**config.mk**
```make
export PLATFORM = sky130hd
export DESIGN_NAME = clk_gate_idle_ctrl
export DESIGN_NICKNAME = d
export VERILOG_FILES = /design/src/rtl/clk_gate_pkg.sv /design/src/rtl/clk_gate_ch.sv /design/src/rtl/ctech_lib_clk_gate_and.sv /design/src/rtl/clk_gate_idle_ctrl.sv
export SDC_FILE = /design/constraint.sdc
export NUM_CORES = 1
export LEC_CHECK = 0
export ABC_AREA = 1
export CAP_MARGIN = 10
export CORE_ASPECT_RATIO = 1.2
export CORE_UTILIZATION = 58
export DETAILED_ROUTE_END_ITERATION = 12
export PLACE_DENSITY_LB_ADDON = 0.08
export SLEW_MARGIN = 20
export SYNTH_ARGS = -nofsm -noshare
export SYNTH_HDL_FRONTEND = slang
export SYNTH_SLANG_ARGS = --single-unit
```
**constraint.sdc**
```tcl
create_clock -name clk -period 2.52 [get_ports clk]
set_input_delay 0.252 -clock clk [delete_from_list [all_inputs] [get_ports clk]]
set_output_delay 0.252 -clock clk [all_outputs]
set_load 0.01 [all_outputs]
```
**src/rtl/clk_gate_pkg.sv**
```systemverilog
// Shared types and limits for the idle-driven clock-gating controller.
package clk_gate_pkg;

  localparam int CG_MAX_CH = 32;

  typedef enum logic [1:0] {
    CG_RUN   = 2'd0,
    CG_GATED = 2'd1,
    CG_WAKE  = 2'd2
  } cg_state_e;

endpackage

```
**src/rtl/clk_gate_ch.sv**
```systemverilog
// One gating channel: RUN/GATED/WAKE FSM with idle and wake counters.
// All outputs come straight from flops.
module clk_gate_ch
  import clk_gate_pkg::*;
#(
  parameter int CNT_W    = 8,
  parameter int WAKE_CYC = 2
) (
  input  logic             i_clk,
  input  logic             i_rst,
  input  logic [CNT_W-1:0] i_idle_thresh,
  input  logic             i_busy,
  input  logic             i_force_on,
  output logic             o_clk_en,
  output logic             o_rdy,
  output logic             o_gated
);

  localparam int WCNT_W = (WAKE_CYC > 1) ? $clog2(WAKE_CYC) : 1;
  localparam logic [WCNT_W-1:0] WCNT_LAST = WCNT_W'(WAKE_CYC - 1);

  cg_state_e         r_state, w_state_nxt;
  logic [CNT_W-1:0]  r_cnt, w_cnt_nxt;
  logic [WCNT_W-1:0] r_wcnt, w_wcnt_nxt;
  logic              r_clk_en, w_clk_en_nxt;
  logic              r_rdy, w_rdy_nxt;
  logic              r_gated, w_gated_nxt;

  logic              w_active;
  logic [CNT_W:0]    w_cnt_inc;
  logic              w_thresh_hit;
  logic [CNT_W-1:0]  w_cnt_sat;

  assign w_active     = i_busy | i_force_on;
  // One extra bit so cnt+1 at the saturation value still compares correctly.
  assign w_cnt_inc    = {1'b0, r_cnt} + (CNT_W + 1)'(1);
  assign w_thresh_hit = (i_idle_thresh != '0) && (w_cnt_inc >= {1'b0, i_idle_thresh});
  assign w_cnt_sat    = (&r_cnt) ? r_cnt : w_cnt_inc[CNT_W-1:0];

  // NOTE: every always_comb output gets a default first, so no latch is inferred.
  always_comb begin
    w_state_nxt  = r_state;
    w_cnt_nxt    = r_cnt;
    w_wcnt_nxt   = r_wcnt;
    w_clk_en_nxt = r_clk_en;
    w_rdy_nxt    = r_rdy;
    w_gated_nxt  = r_gated;
    unique case (r_state)
      CG_RUN: begin
        if (w_active) begin
          w_cnt_nxt = '0;
        end else if (w_thresh_hit) begin
          w_state_nxt  = CG_GATED;
          w_clk_en_nxt = 1'b0;
          w_rdy_nxt    = 1'b0;
          w_gated_nxt  = 1'b1;
          w_cnt_nxt    = '0;
        end else begin
          w_cnt_nxt = w_cnt_sat;
        end
      end
      CG_GATED: begin
        if (w_active) begin
          w_state_nxt  = CG_WAKE;
          w_clk_en_nxt = 1'b1;
          w_gated_nxt  = 1'b0;
          w_wcnt_nxt   = '0;
        end
      end
      CG_WAKE: begin
        w_wcnt_nxt = r_wcnt + WCNT_W'(1);
        if (r_wcnt == WCNT_LAST) begin
          w_state_nxt = CG_RUN;
          w_rdy_nxt   = 1'b1;
          w_cnt_nxt   = '0;
        end
      end
      default: begin
        w_state_nxt  = CG_RUN;
        w_clk_en_nxt = 1'b1;
        w_rdy_nxt    = 1'b1;
        w_gated_nxt  = 1'b0;
        w_cnt_nxt    = '0;
      end
    endcase
  end

  // NOTE: sequential state uses non-blocking assignments only.
  always_ff @(posedge i_clk) begin
    if (i_rst) begin
      r_state  <= CG_RUN;
      r_cnt    <= '0;
      r_wcnt   <= '0;
      r_clk_en <= 1'b1;
      r_rdy    <= 1'b1;
      r_gated  <= 1'b0;
    end else begin
      r_state  <= w_state_nxt;
      r_cnt    <= w_cnt_nxt;
      r_wcnt   <= w_wcnt_nxt;
      r_clk_en <= w_clk_en_nxt;
      r_rdy    <= w_rdy_nxt;
      r_gated  <= w_gated_nxt;
    end
  end

  assign o_clk_en = r_clk_en;
  assign o_rdy    = r_rdy;
  assign o_gated  = r_gated;

endmodule

```
**src/rtl/ctech_lib_clk_gate_and.sv**
```systemverilog
// Behavioural model of the AND-type integrated clock-gate cell.
// The enable is latched while clk is low so gclk never glitches.
module ctech_lib_clk_gate_and (
  input  logic clk,
  input  logic en,
  output logic gclk
);

  logic r_en_lat;

  // NOTE: this latch is intentional; it is the glitch filter of the gate cell.
  always_latch begin
    if (!clk) r_en_lat <= en;
  end

  assign gclk = clk & r_en_lat;

endmodule

```
**src/rtl/clk_gate_idle_ctrl.sv**
```systemverilog
// Multi-channel idle clock-gating controller: one FSM and one gate cell per channel.
// Scan test enable forces every gate open without disturbing channel state.
module clk_gate_idle_ctrl
  import clk_gate_pkg::*;
#(
  parameter int N_CH     = 4,
  parameter int CNT_W    = 8,
  parameter int WAKE_CYC = 2
) (
  input  logic             clk,
  input  logic             rst,
  input  logic             te,
  input  logic [CNT_W-1:0] idle_thresh,
  input  logic [N_CH-1:0]  busy,
  input  logic [N_CH-1:0]  force_on,
  output logic [N_CH-1:0]  clkout,
  output logic [N_CH-1:0]  clk_en,
  output logic [N_CH-1:0]  rdy,
  output logic [N_CH-1:0]  gated
);

  if (N_CH < 1 || N_CH > CG_MAX_CH) begin : g_bad_n_ch
    $error("clk_gate_idle_ctrl: N_CH must be in 1..%0d", CG_MAX_CH);
  end
  if (CNT_W < 1) begin : g_bad_cnt_w
    $error("clk_gate_idle_ctrl: CNT_W must be >= 1");
  end
  if (WAKE_CYC < 1) begin : g_bad_wake_cyc
    $error("clk_gate_idle_ctrl: WAKE_CYC must be >= 1");
  end

  logic [N_CH-1:0] w_gate_en;

  for (genvar i = 0; i < N_CH; i++) begin : g_ch
    clk_gate_ch #(
      .CNT_W    (CNT_W),
      .WAKE_CYC (WAKE_CYC)
    ) u_ch (
      .i_clk         (clk),
      .i_rst         (rst),
      .i_idle_thresh (idle_thresh),
      .i_busy        (busy[i]),
      .i_force_on    (force_on[i]),
      .o_clk_en      (clk_en[i]),
      .o_rdy         (rdy[i]),
      .o_gated       (gated[i])
    );

    assign w_gate_en[i] = clk_en[i] | te;

    ctech_lib_clk_gate_and u_icg (
      .clk  (clk),
      .en   (w_gate_en[i]),
      .gclk (clkout[i])
    );
  end

endmodule

```
==> changes_impl.md <==
### Changed

- PwrDens: 483.2 nW/µm²
- Placed cells: 683
- Multi-In Gates: 411
- Die Wd: 77.16 µm
- Ys async rst share: 0%
- Initial antenna violation count: 0
- Syn Std Cell Area: 3931 µm²
- Post-synthesis cell count from yosys: 577
- Final WS setup: -0.04107 ns
- Tap Count: 85
- Final wirelength: 9.630 mm
- Max Clock Skew: 0.01082 ns
- Clock slew at reported path FFs: 0.06 ns
- R2R Setup Slk: 0.13 ns
- Global route hottest layer: met2
- Status: complete, but fails checks
- Hpwl dp: 6.188 mm
- Met1 usage: 29.44%
- Final setup fails: 8
- Flop count: 60
- Comb group: 185 µW
- Cell family with most CP delay: latches
- Layout cells sized above 1: 19.24%
- Failing checks: negative setup slack
- Highest routed layer: met4
- Core area: 6486 µm²
- GR Layer Usage met2: 46.46%
-- cell families (layout without fill, tap and decap cells) --
| logic type | after synthesis | in the layout | share of synthesized area (%) |
|---|---|---|---|
| latches | 4 | 4 | 1.528 |
| DFF | 56 | 56 | 28.52 |
| buffers and inverters | 109 | 158 | 12.22 |
| AOI/OAI and AO/OA | 58 | 58 | 7.830 |
| and+or+nand+nor | 290 | 293 | 33.10 |
| adders and majority gates | 36 | 36 | 11.46 |
| xor gates and xnor gates | 24 | 24 | 5.347 |
-- registers in the layout, indices dropped and copies added, names as in the netlist --
register	flops
g_ch.u_ch.r_wcnt	4
g_ch.u_ch.o_clk_en	4
g_ch.u_ch.r_state	8
g_ch.u_ch.o_gated	4
g_ch.u_ch.o_rdy	4
g_ch.u_icg.r_en_lat	4
g_ch.u_ch.r_cnt	32
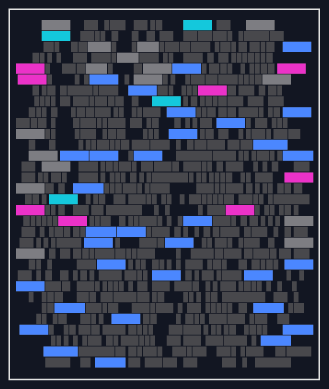
ff_map.png
Drawn at 4 px/µm.
[cyan] g_ch.u_ch.o_gated | sequential cells: 4
[magenta] g_ch.u_ch.r_state | sequential cells: 8
[blue] g_ch.u_ch.r_cnt | sequential cells: 32 | where: spread over the die

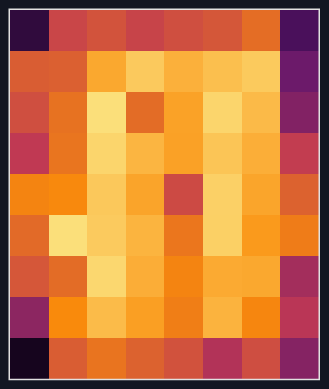
util_map.png
Drawn at 4 px/µm. 8 x 9 tiles, from black (low) to pale yellow (high), 0 to 100% covered.
tiles over 75% full: 42%
mean over tiles: 68%
fullest tile: 93%

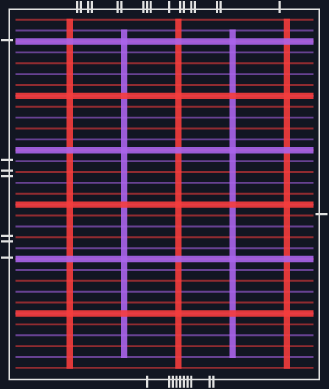
floorplan.png
Drawn at 4 px/µm. Pins as bars on the die edge.
[red] VSS
[purple] VDD
met4 straps: 5
rows: 32
met1 rails: 33
signal pins: 35
met5 straps: 6

Power figures rest on the tool's default switching activity, not on a simulated workload.
